===== config.mk =====
export PLATFORM = sky130hd
export DESIGN_NAME = pipe_issue_ctl
export DESIGN_NICKNAME = d
export VERILOG_FILES = /design/src/rtl/pipe_issue_ctl.sv
export SDC_FILE = /design/constraint.sdc
export NUM_CORES = 1
export LEC_CHECK = 0
export ABC_AREA = 0
export ABC_CLOCK_PERIOD_IN_PS = 2600
export CAP_MARGIN = 20
export CORE_MARGIN = 2
export CORE_UTILIZATION = 35
export CTS_BUF_LIST = sky130_fd_sc_hd__clkbuf_4
export DETAILED_ROUTE_END_ITERATION = 7
export GPL_TIMING_DRIVEN = 0
export SYNTH_ARGS = -nofsm -noshare
export SYNTH_HDL_FRONTEND = slang
export SYNTH_SLANG_ARGS = --single-unit

===== constraint.sdc =====
create_clock -name clk -period 2.6 [get_ports clk]
set_input_delay 0.65 -clock clk [delete_from_list [all_inputs] [get_ports clk]]
set_output_delay 0.65 -clock clk [all_outputs]
set_load 0.02 [all_outputs]

===== src/rtl/pipe_issue_ctl.sv =====
// pipe_issue_ctl
// ----------------------------------------------------------------------------
// Issue scheduler and valid tracker for fixed-latency shift-register pipelines.
// A single start launches `count` iterations, one every II cycles. The block
// drives the common shift enable for the datapath shift registers and tracks
// one valid token per stage. While stalled it freezes. It pulses done once the
// last result has left the pipeline.
//
// Parameters
//   Depth       pipeline latency in stages (>= 2)
//   II          initiation interval in cycles (1..16)
//   CountWidth  width of the iteration count and index
//
// Ports
//   clk          rising-edge clock
//   rst_n        asynchronous active-low reset
//   start        launch request, sampled only while idle
//   count        number of iterations, latched when start is accepted
//   stall        freezes all state (no effect while idle)
//   busy         high whenever the controller is not idle
//   issue        a new iteration enters stage 0 this cycle
//   issue_idx    0-based index of the issuing iteration
//   shift_en     enable for all datapath shift registers
//   stage_valid  per-stage valid tokens, bit Depth-1 is the output stage
//   out_valid    the output-stage result is consumed this cycle
//   done         one-cycle completion pulse
// ----------------------------------------------------------------------------
module pipe_issue_ctl #(
    parameter int Depth      = 4,
    parameter int II         = 1,
    parameter int CountWidth = 16
) (
    input  logic                  clk,
    input  logic                  rst_n,
    input  logic                  start,
    input  logic [CountWidth-1:0] count,
    input  logic                  stall,
    output logic                  busy,
    output logic                  issue,
    output logic [CountWidth-1:0] issue_idx,
    output logic                  shift_en,
    output logic [Depth-1:0]      stage_valid,
    output logic                  out_valid,
    output logic                  done
);

    typedef enum logic [1:0] {
        IDLE,
        ISSUE,
        DRAIN
    } state_t;

    // The II counter only needs to reach 15, so a fixed 4-bit width avoids a
    // zero-width vector when II is 1.
    localparam logic [3:0]            IiLast = 4'(II - 1);
    localparam logic [CountWidth-1:0] One    = CountWidth'(1);

    state_t                state;
    state_t                state_next;
    logic [CountWidth-1:0] remaining;
    logic [CountWidth-1:0] remaining_next;
    logic [CountWidth-1:0] idx_next;
    logic [3:0]            ii_cnt;
    logic [3:0]            ii_next;
    logic                  done_next;

    // Next-state and output decode. issue, shift_en and out_valid depend
    // combinationally on stall so a stalled cycle neither issues nor shifts.
    always_comb begin
        state_next     = state;
        remaining_next = remaining;
        idx_next       = issue_idx;
        ii_next        = ii_cnt;
        done_next      = 1'b0;
        issue          = 1'b0;
        busy           = (state != IDLE);
        shift_en       = busy & ~stall;

        case (state)
            IDLE: begin
                if (start) begin
                    if (count != '0) begin
                        remaining_next = count;
                        ii_next        = 4'd0;
                        idx_next       = '0;
                        state_next     = ISSUE;
                    end else begin
                        // An empty job completes immediately without ever
                        // becoming busy.
                        done_next = 1'b1;
                    end
                end
            end

            ISSUE: begin
                if (!stall) begin
                    issue   = (ii_cnt == 4'd0) && (remaining != '0);
                    ii_next = (ii_cnt == IiLast) ? 4'd0 : ii_cnt + 4'd1;
                    if (issue) begin
                        remaining_next = remaining - One;
                        idx_next       = issue_idx + One;
                        if (remaining == One) begin
                            state_next = DRAIN;
                        end
                    end
                end
            end

            DRAIN: begin
                // When only the output stage still holds a token, this shift
                // retires the last result, so done follows on the next cycle.
                if (shift_en && (stage_valid[Depth-2:0] == '0)) begin
                    state_next = IDLE;
                    done_next  = 1'b1;
                end
            end

            default: begin
                state_next = IDLE;
            end
        endcase

        out_valid = shift_en & stage_valid[Depth-1];
    end

    // State registers. Reset drops in-flight tokens and any pending done.
    always_ff @(posedge clk or negedge rst_n) begin
        if (!rst_n) begin
            state       <= IDLE;
            remaining   <= '0;
            issue_idx   <= '0;
            ii_cnt      <= 4'd0;
            done        <= 1'b0;
            stage_valid <= '0;
        end else begin
            state     <= state_next;
            remaining <= remaining_next;
            issue_idx <= idx_next;
            ii_cnt    <= ii_next;
            done      <= done_next;
            if (shift_en) begin
                stage_valid <= {stage_valid[Depth-2:0], issue};
            end
        end
    end

endmodule

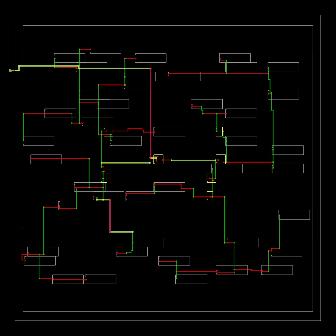
(clock routing)
Late-Pin Clk Latency: 0.35 ns
flop count: 43
clkbuf count: 5
Clock Skews: 0.0113 ns
Num CTS Buffers: 5

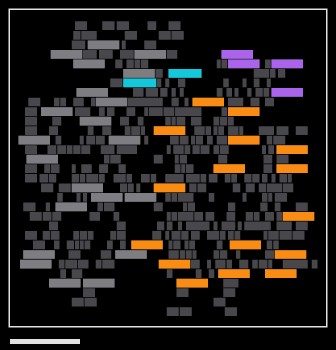
(register map, names as in the netlist)
The bar under the picture is 20 µm long. Other sequential cells in the stronger grey, the rest of the logic in the fainter grey.
signal	colour	placed flops
remaining	orange	16
state	cyan	2
ii_cnt	purple	4
not coloured	21

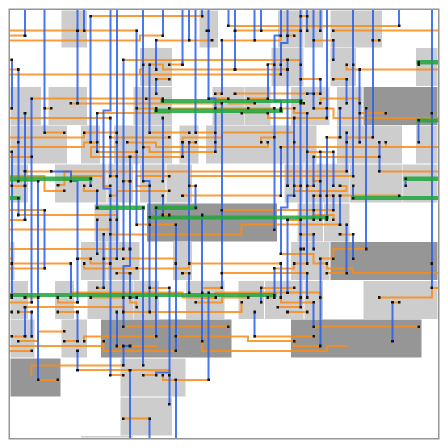
(close-up of the layout)
Region (53, 8) to (83, 38) µm. Cells in grey, sequential cells in the stronger grey; small squares are vias.
layer	colour
M2	blue
M3	green
M1	orange
cells with their middle in the window	53
netlist names of flops here include	remaining (5)
sequential cells in the window	5
most frequent	nor2_1 (6), o21ai_0 (6)

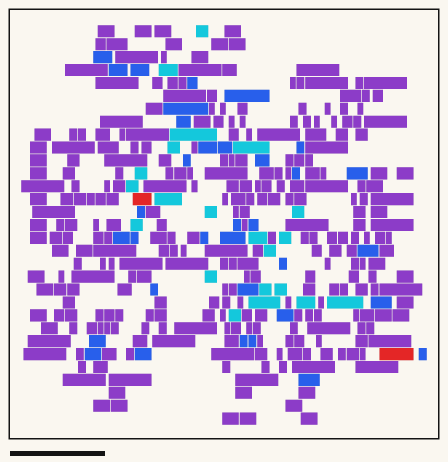
(sizing map)
The bar under the picture is 20 µm long.
size	colour	cells
x3 and x4	cyan	21
x2	blue	34
x1 and smaller	purple	290
x6 and larger	red	2

==> results_dict.tcl <==
# collected from the flow reports
set metrics [dict create \
    combPwrFrac 0.515 \
    swShare 0.462 \
    path_depth 8 \
    p_switching_mw 1.38 \
    endpoint "remaining[1]$_DFFE_PN0P_" \
    dieArea_um2 8130 \
    yosysTopAreaCell "dfrtp_1" \
    antenna_cells 0 \
    warnings 28 \
    post_cts_resized 25 \
    cellLeakagePower_nw 1.28 \
    finalClockPeriodUsage 0.972 \
    place_area_um2 3180 \
    ys_sh_xor 0 \
    fp_nets 316 \
    yosys.area.top_type_share 0.414 \
    root_buffer "clkbuf_4" \
    syn_area_um2 2600 \
    yosysCellCount 291 \
    vias_per_cell 6.02 \
    drt-initial-drc-count 163 \
    place_ws_ns -1.00 \
    avgSynthCellArea_um2 8.93 \
    post_cts_buffers 3 \
    hold_buffers 0 \
    finalInstanceArea_um2 3370 \
    fin_cells 446 \
    drtPass1Iterations 5 \
    coreArea_um2 7210 \
    final_util 0.467 \
    h-tree-depth 2 \
    drive_gt1_frac 0.164 \
    cp_top_family "buffers and inverters" \
    postRouteAntennaNets 0 \
    ys_sh_adder 0.0241 \
    slew_headroom 0.546 \
    dieWidth_um 90.2 \
    track_usage 0.201 \
    clk_path_buf_depth 2 \
    ys_sh_aoi 0.259 \
    vias 2684 \
    grt_max_degree 29 \
    path_clk_slew_ns 0.14 \
    drv_cap 0 \
    rr_worst_depth 6 \
    dpl.hpwl_um 5540 \
    path_class "in -> reg" \
    intPower_mw 1.61 \
    cp_max_fo 10 \
    rsz0062_at_grt "no" \
    worstPathCellList "clkdlybuf4s50_1 > nor4_2 > nand3_2 > o21ai_4 > clkbuf_4 > buf_4 > nor2_1 > o21ai_0" \
    fp_util 0.360 \
    tritoncts "built" \
    logic_family "AND-OR/OR-AND gates" \
    grt.overflow.total 0 \
    cp-startpoint "count[14]" \
    maxSlewViolCount 0 \
    critPathBufInv 3 \
    finalHoldViolations 0 \
    boundaryPins 45 \
    nets 371 \
    outcome "completed" \
    power_mw 2.99 \
    antenna_found_initial 0 \
    ys.flops 43 \
    whs_ns 0.197 \
    pg_seq_mw 1.11 \
    clkPwrFrac 0.114 \
    postSynth.asyncResetShare 1.00 \
    clock.fmax_ghz 0.396 \
    crit_required_ns 2.88 \
    drc 0 \
    layout_setup_ws_ns 0.0729 \
    cts.sinks 43 \
    worst_path_max_delay_cell "clkdlybuf4s50_1" \
    reg2reg_slack_ns 0.13 \
    worst_slew_pin_slew_ns 0.678 \
    peakVddDrop_mv 0.397 \
    routabilityCongestion 0.895 \
    worstHoldPathType "in -> async" \
    ys_warn_count 0 \
    reg_top3 "issue_idx: 16 flops, remaining: 16 flops" \
    fin_tns_setup_ns 0 \
    ys_sh_simple 0.242 \
    routed_wl_um 7910 \
    postSynthSeqShare 0.414 \
    ys_chip_area_um2 2600 \
    rows 31 \
    sequentialPowerShare 0.371 \
    crit_arrival_ns 2.81 \
    pg_comb_mw 1.54 \
    die_y_um 90.2 \
    pg_clk_uw 340 \
    top_cells_by_area "dfrtp_1, a21oi_1, o31ai_1" \
    edf_count 0 \
    reg2reg_from "remaining[6]$_DFFE_PN0P_" \
    fin_crit_ns 2.53 \
    reg2reg_to "issue_idx[11]$_DFFE_PN0P_" \
    setup_viol 0 \
    top_power_group "combinational logic" \
    grt_pass1_wl_um 13400 \
    syn_inst 291 \
    worstSetupStartpointType "primary input" \
]
==> worst reg2reg max path: stages (launching register included) <==
cell and delay [ns]:
dfrtp_1 0.47, or4_4 0.57, nor4_2 0.23, nand4_1 0.24, a2111oi_4 0.56, buf_6 0.22, a21oi_1 0.05
==> cell type report <==
class | count | area, µm²
plain buffers | 17 | 92.6
fillers | 729 | 3840
clock buffers | 5 | 37.5
inverters | 11 | 41.3
multi-input cells | 219 | 1500
flip-flops and latches | 43 | 1080
repair buffers | 49 | 484
clock inverters | 3 | 15.0
well taps | 99 | 124
==> cells by family (layout without fill, tap and decap cells) <==
group	count (synthesis)	count (layout)
AOI/OAI and AO/OA	100	100
adders and majority gates	5	5
buffers and inverters	29	85
DFF	43	43
muxes	3	3
and+or+nand+nor	111	111
==> synthesized netlist by cell type (all sizes together) (7+ instances only) <==
master  instances
dfrtp          43
a21oi          26
nor2           24
o21ai          21
o31ai          16
nand3          15
nor4           14
clkbuf         11
inv            11
nand2          11
or4            10
nand4           9
nor3            8
buf             7
==> routing by layer <==
layer | vias to the layer above | routed length, µm | share of wire | global-route usage
met5 | - | 0 | 0 | 0
met4 | 0 | 93 | 0.012 | 0.0423
met3 | 8 | 364 | 0.046 | 0.0352
met2 | 102 | 3740 | 0.47 | 0.320
met1 | 1329 | 3710 | 0.47 | 0.286
li1 | 1245 | - | - | -
==> cells in the final DEF, fill, tap and decap left out, types with 6 or more instances in the layout <==
master,synthesis,final
a21oi_1,26,25
buf_2,6,7
buf_4,0,6
clkbuf_4,0,7
clkdlybuf4s50_1,0,40
dfrtp_1,43,41
inv_1,11,11
nand2_1,11,10
nand2b_1,6,6
nand3_1,15,14
nand4_1,9,9
nor2_1,24,22
nor3_1,8,8
nor4_1,13,7
o21ai_0,19,19
o31ai_1,16,16
or4_1,9,9
